**config.mk**
```make
export PLATFORM = sky130hd
export DESIGN_NAME = pwm_fade_ctrl
export DESIGN_NICKNAME = d
export VERILOG_FILES = /design/src/rtl/pwm_fade_ctrl.sv
export SDC_FILE = /design/constraint.sdc
export NUM_CORES = 1
export LEC_CHECK = 0
export CORE_AREA = 2 2 64 66
export CTS_CLUSTER_DIAMETER = 100
export DETAILED_ROUTE_END_ITERATION = 10
export DIE_AREA = 0 0 66 68
export PLACE_DENSITY = 0.8
export SLEW_MARGIN = 20
export SYNTH_ARGS = -nofsm -noshare
export SYNTH_HDL_FRONTEND = slang
export SYNTH_SLANG_ARGS = --single-unit
```
**constraint.sdc**
```tcl
create_clock -name sys_clk -period 6.61 [get_ports sys_clk]
set_clock_uncertainty 0.05 [all_clocks]
set_input_delay 0.661 -clock sys_clk [delete_from_list [all_inputs] [get_ports sys_clk]]
set_output_delay 0.661 -clock sys_clk [all_outputs]
set_load 0.01 [all_outputs]
```
**src/rtl/pwm_fade_ctrl.sv**
```systemverilog
// PWM duty-cycle fader: slews the applied duty toward a clamped target one unit per
// STEP_PERIODS PWM periods, changing duty only at period boundaries. Optional macro: PWM_FADE_BREATHE_EN.
module pwm_fade_ctrl #(
  parameter int TICK_DIV     = 1000,
  parameter int STEP_PERIODS = 4,
  parameter int MAX_DUTY     = 100
) (
  input  logic       sys_clk,
  input  logic       sys_rst_n,
  input  logic       enable,
  input  logic [6:0] target_duty,
`ifdef PWM_FADE_BREATHE_EN
  input  logic       breathe,
`endif
  output logic       pwm_out,
  output logic [6:0] cur_duty,
  output logic       busy,
  output logic       period_start
);

  typedef enum logic [1:0] {IDLE, HOLD, UP, DOWN} state_t;

  localparam int PSW = (TICK_DIV > 1) ? $clog2(TICK_DIV) : 1;
  localparam int SCW = (STEP_PERIODS > 1) ? $clog2(STEP_PERIODS) : 1;

  localparam logic [PSW-1:0] PS_LAST  = PSW'(TICK_DIV - 1);
  localparam logic [SCW-1:0] SC_LAST  = SCW'(STEP_PERIODS - 1);
  localparam logic [6:0]     DUTY_MAX = 7'(MAX_DUTY);
  localparam logic [6:0]     PH_LAST  = 7'(MAX_DUTY - 1);

  logic [PSW-1:0] presc;
  logic [6:0]     phase;
  logic [SCW-1:0] pcnt, pcnt_d;
  state_t         state, state_d, dir;
  logic [6:0]     duty_d;
  logic [6:0]     target_c;
  logic           tick, boundary, breathe_on;

`ifdef PWM_FADE_BREATHE_EN
  assign breathe_on = breathe;
`else
  assign breathe_on = 1'b0;
`endif

  assign tick     = enable && (presc == PS_LAST);
  assign boundary = tick && (phase == PH_LAST);
  assign target_c = (target_duty > DUTY_MAX) ? DUTY_MAX : target_duty;

  // Direction to move from duty c toward target t while in state s. In breathe mode
  // equality is ignored: a rising ramp turns at t and a falling ramp turns at 0.
  function automatic state_t next_dir(state_t s, logic [6:0] c, logic [6:0] t, logic br);
    if (br) begin
      if (t == 7'd0) return (c == 7'd0) ? HOLD : DOWN;
      if (s == DOWN) return (c != 7'd0) ? DOWN : UP;
      return (c < t) ? UP : DOWN;
    end
    if (c < t) return UP;
    if (c > t) return DOWN;
    return HOLD;
  endfunction

  // NOTE: async active-low reset in the sensitivity list, and non-blocking (<=) for every
  // flop so all registers update together from pre-edge values.
  always_ff @(posedge sys_clk or negedge sys_rst_n) begin
    if (!sys_rst_n) begin
      presc        <= '0;
      phase        <= '0;
      period_start <= 1'b0;
      pwm_out      <= 1'b0;
    end else if (!enable) begin
      presc        <= '0;
      phase        <= '0;
      period_start <= 1'b0;
      pwm_out      <= 1'b0;
    end else begin
      presc        <= tick ? '0 : presc + 1'b1;
      if (tick) phase <= (phase == PH_LAST) ? 7'd0 : phase + 7'd1;
      period_start <= boundary;
      pwm_out      <= (phase < cur_duty);
    end
  end

  always_ff @(posedge sys_clk or negedge sys_rst_n) begin
    if (!sys_rst_n) begin
      state    <= IDLE;
      cur_duty <= '0;
      pcnt     <= '0;
      busy     <= 1'b0;
    end else begin
      state    <= state_d;
      cur_duty <= duty_d;
      pcnt     <= pcnt_d;
      busy     <= (state_d == UP) || (state_d == DOWN);
    end
  end

  // NOTE: every output of this block is given a default first so no latch is inferred.
  always_comb begin
    state_d = state;
    duty_d  = cur_duty;
    pcnt_d  = pcnt;
    dir     = HOLD;
    if (!enable) begin
      state_d = IDLE;
      duty_d  = '0;
      pcnt_d  = '0;
    end else if (state == IDLE) begin
      state_d = HOLD;
      pcnt_d  = '0;
    end else if (boundary) begin
      dir    = next_dir(state, cur_duty, target_c, breathe_on);
      pcnt_d = '0;
      if ((state == HOLD) || (dir == HOLD)) begin
        // Starting a ramp never steps on the same boundary.
        state_d = dir;
      end else if (pcnt != SC_LAST) begin
        pcnt_d  = pcnt + 1'b1;
        state_d = dir;
      end else begin
        duty_d  = (dir == UP) ? cur_duty + 7'd1 : cur_duty - 7'd1;
        state_d = next_dir(dir, duty_d, target_c, breathe_on);
      end
    end
  end

  a_duty_range: assert property (@(posedge sys_clk) disable iff (!sys_rst_n)
    cur_duty <= DUTY_MAX);
  a_busy_state: assert property (@(posedge sys_clk) disable iff (!sys_rst_n)
    busy == ((state == UP) || (state == DOWN)));
  a_idle_quiet: assert property (@(posedge sys_clk) disable iff (!sys_rst_n)
    (state == IDLE) |-> (cur_duty == 7'd0) && !busy);

endmodule
```
==> metrics.csv, run 1 <==
metric,value,unit
status,completed,
gp_congestion,0.856,
cp-end-kind,flip-flop,
crit_path_frequent_cell,ha_1,
floorplan.nets,292,
hold_viol_final,0,
crit_arrival,5.47,ns
rr_startpoint,cur_duty[4],
worstMarginPinSlew,0.886,ns
edf_count,0,
met3_usage,4.44,%
hold_path_depth,1,
drt_first_iter_violations,134,
seq_cells,31,
logic_gate_count,202,
antenna_found_initial,0,
ys_types,48,
reg_top3,"presc: 10 flops, cur_duty: 7 flops, phase: 7 flops",
fp_util,59.5,%
crit_start,target_duty[4],
insertion_delay,0.29,ns
grt_first_pass_wirelength,8580,um
power.density,161,nW/um^2
busiest_layer,met2,
num_tap_cells,50,
cellLeakagePower,1.14,nW
critPathMaxStageDelay,0.55,ns
drv_cap,0,
tritoncts,done,
yosysCellCount,257,
cts_resized,0,
largest_reg_flops,10,
holdCritPathClass,reg -> reg,
crit_fanout,11,
logic_area,1410,sq um
synthArstFlopShare,100,%
holdWs,0.433,ns
reg2reg_to,state[1],
ios,20,
irDropWorstVdd,0.000129,V
worstPathRequired,6.71,ns
max_slew_margin,40.8,%
yosysTopAreaCellShare,33.8,%
synthCells,257,
setup_viol,0,
## run 1: Yosys cell counts, drive strengths merged, types with 3 or more instances
cell     n
nor3     6
o211ai   4
nor3b    3
and2     4
mux2i    5
buf      4
a21oi    4
nand2b   4
nor2b    6
ha      24
and3     4
o31ai    6
clkbuf   4
a31oi    4
xnor2   12
a21o     8
nor2    20
o21ai   16
dfrtp   31
nand2   31
xor2     5
nand3   12
inv     16
## run 1: kinds of logic after synthesis
family,share of synthesized area (%)
DFF,33.8
and+or+nand+nor,20.7
buffers and inverters,4.69
AOI/OAI and AO/OA,17.6
muxes,2.18
xor gates and xnor gates,6.49
adders and majority gates,14.5
## run 1: power by group
part / switching [W] / internal [W]
Clock: 0.0000751 / 0.000122
Combinational: 0.0000192 / 0.0000139
Sequential: 0.00000177 / 0.000191
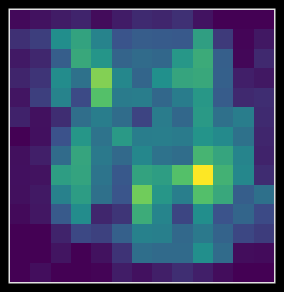
Fig. 1. Routed metal per tile (run 1).
(4 px per um) The die is cut into 13 by 14 equal tiles; dark purple is low, yellow is high, scaled to the fullest tile. Values are wire area over tile area, all layers added.
mean over tiles	0.17
emptiest ninth of the die	south-west
tiles over half the peak	17%
via count: 1,915
DR WL/cell: 14.9 um
Global Route Usage Sum: 24.7%
final WL: 4880 um

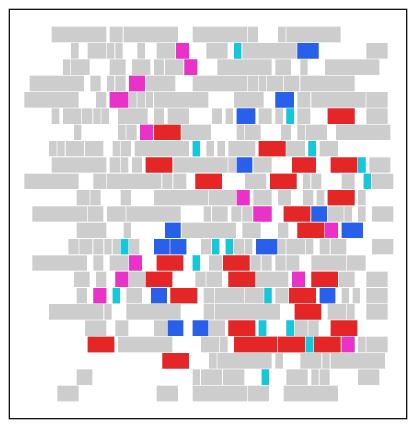
Fig. 2. Gate families picked out (run 1).
(6 px per um)
family	color	cells
AND and OR gates	magenta	13
AND-OR and OR-AND gates	blue	14
inverters	cyan	16
adder and majority cells	red	26
combinational share of cell area: 53.7%
Post-Layout Cell Count: 327

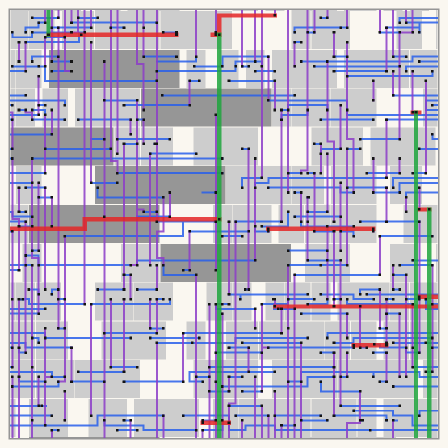
Fig. 3. Close-up of the layout (run 1).
Window x 18 to 48, y 19 to 49 um. Cells in gray, sequential cells in the stronger gray; small squares are vias.
layer	color
met4	green
met2	purple
met1	blue
met3	red
cells with their middle in the window	84
netlist names of flops here include	cur_duty (2), phase (2), presc (2)
most frequent	ha_1 (11), nand2_1 (7)
sequential cells in the window	6

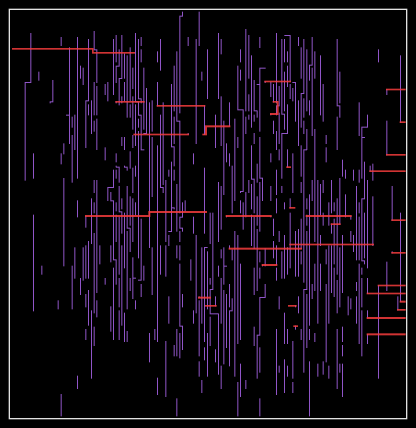
Fig. 4. Signal wires by layer (run 1).
(6 px per um) Two of the layers only.
layer	color	wire length
met2	purple	2,390 um
met3	red	168 um

Fig. 5: run 1, cell outlines without signal wires
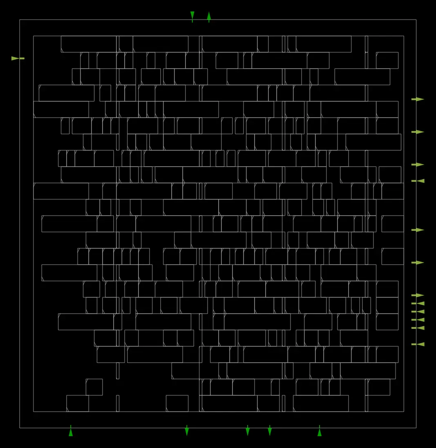

## Run 2: what changed since run 1
--- a/config.mk
+++ b/config.mk
@@ -5,11 +5,11 @@
 export SDC_FILE = /design/constraint.sdc
 export NUM_CORES = 1
 export LEC_CHECK = 0
-export CORE_AREA = 2 2 64 66
+export CORE_AREA = 2 2 70 72
 export CTS_CLUSTER_DIAMETER = 100
 export DETAILED_ROUTE_END_ITERATION = 10
-export DIE_AREA = 0 0 66 68
-export PLACE_DENSITY = 0.8
+export DIE_AREA = 0 0 72 74
+export PLACE_DENSITY = 0.71
 export SLEW_MARGIN = 20
 export SYNTH_ARGS = -nofsm -noshare
 export SYNTH_HDL_FRONTEND = slang
==> constraint.sdc (replaced) <==
create_clock -name sys_clk -period 4.4 [get_ports sys_clk]
set_clock_uncertainty 0.05 [all_clocks]
set_input_delay 0.44 -clock sys_clk [delete_from_list [all_inputs] [get_ports sys_clk]]
set_output_delay 0.44 -clock sys_clk [all_outputs]
set_load 0.01 [all_outputs]
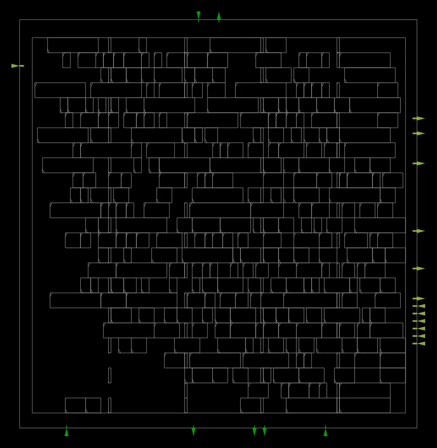
Fig. 6. Cell outlines without signal wires (run 2).
Post-Layout Cell Count: 360
flop share of the area: 26.3%
tap cell count: 54

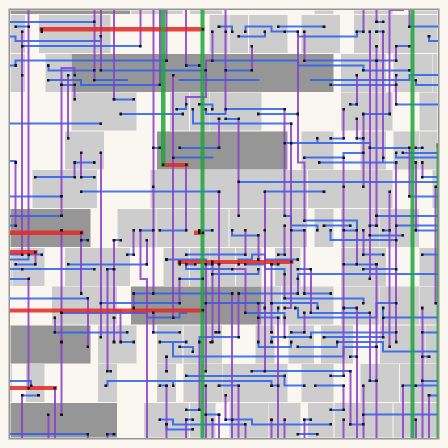
Fig. 7. Close-up of the layout (run 2).
Window x 21 to 51, y 22 to 52 um. Cells in gray, sequential cells in the stronger gray; small squares are vias.

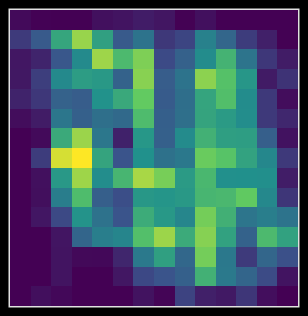
Fig. 8. Routed metal per tile (run 2).
(4 px per um) The die is cut into 14 by 15 equal tiles; dark purple is low, yellow is high, scaled to the fullest tile. Values are wire area over tile area, all layers added.
mean over tiles	0.16
nearly empty tiles	13%
fullest tile	0.48
emptiest ninth of the die	south-west
final WL: 5380 um
Global Route Usage Sum: 20.9%
via count: 2,021
DR WL/cell: 15.0 um

==> run 2 against run 1 <==
  * Setup slack got worse by 0.86 ns
  * Final area rose by 12%
  * Synthesized cell count did not move
  * Clock power rose by 53%
  * Sequential share of layout area fell by 3.3 points
  * Utilization fell by 3.8 points
  * Critical path depth rose by 3
  * Global-route usage fell by 3.8 points
  * Clock-buffer cell count did not move
==> metrics.csv, run 2 <==
metric,value,unit,change
worstPathRequired,4.55,ns,-2.16 ns
synthMuxAreaShare,2.18,%,unchanged
gp_congestion,0.861,,+0.64%
clockPowerShare,45.7,%,-0.8 points
sw_frac_of_total,23.6,%,+0.90 points
hold_viol_final,0,,unchanged
tritoncts,done,,
synthCells,257,,unchanged
adder_share,14.5,%,unchanged
irDropWorstVdd,0.000155,V,+20%
cellLeakagePower,1.35,nW,+18%
synth-xor-area-share,6.49,%,unchanged
grt_first_pass_wirelength,8640,um,+0.64%
drv_cap,0,,unchanged
ios,20,,unchanged
rr_startpoint,cur_duty[6],,
antenna_found_initial,0,,unchanged
logic_family,simple AND/OR/NAND/NOR gates,,
status,completed,,
holdWs,0.426,ns,-0.00670 ns
worstMarginPinSlew,0.781,ns,-0.104 ns
setup_viol,0,,unchanged
ys_sh_simple,20.7,%,unchanged
-- run 2: cell counts after synthesis --
Identical to the previous run, type by type.
-- run 2: area by class of cell --
type,count,area share [%]
multi-input cells,202,50.8
clock inverters,2,1.19
clock buffers,6,2.80
well taps,54,2.29
repair buffers,49,14.6
inverters,16,2.03
flip-flops and latches,31,26.3
-- run 2: worst max-delay path by stage --
stage	endpoint	cells after the start	startpoint	slack, ns
after floorplan	busy	20	target_duty[4]	0.24
after global routing	state[0]	22	target_duty[2]	0.15
after detailed placement	busy	21	target_duty[4]	-0.35
final	state[0]	22	target_duty[2]	0.38
after CTS	busy	22	target_duty[6]	0.02
after global placement	busy	21	target_duty[4]	-0.22
No activity file was given, so power comes from the tool's default toggle rates.
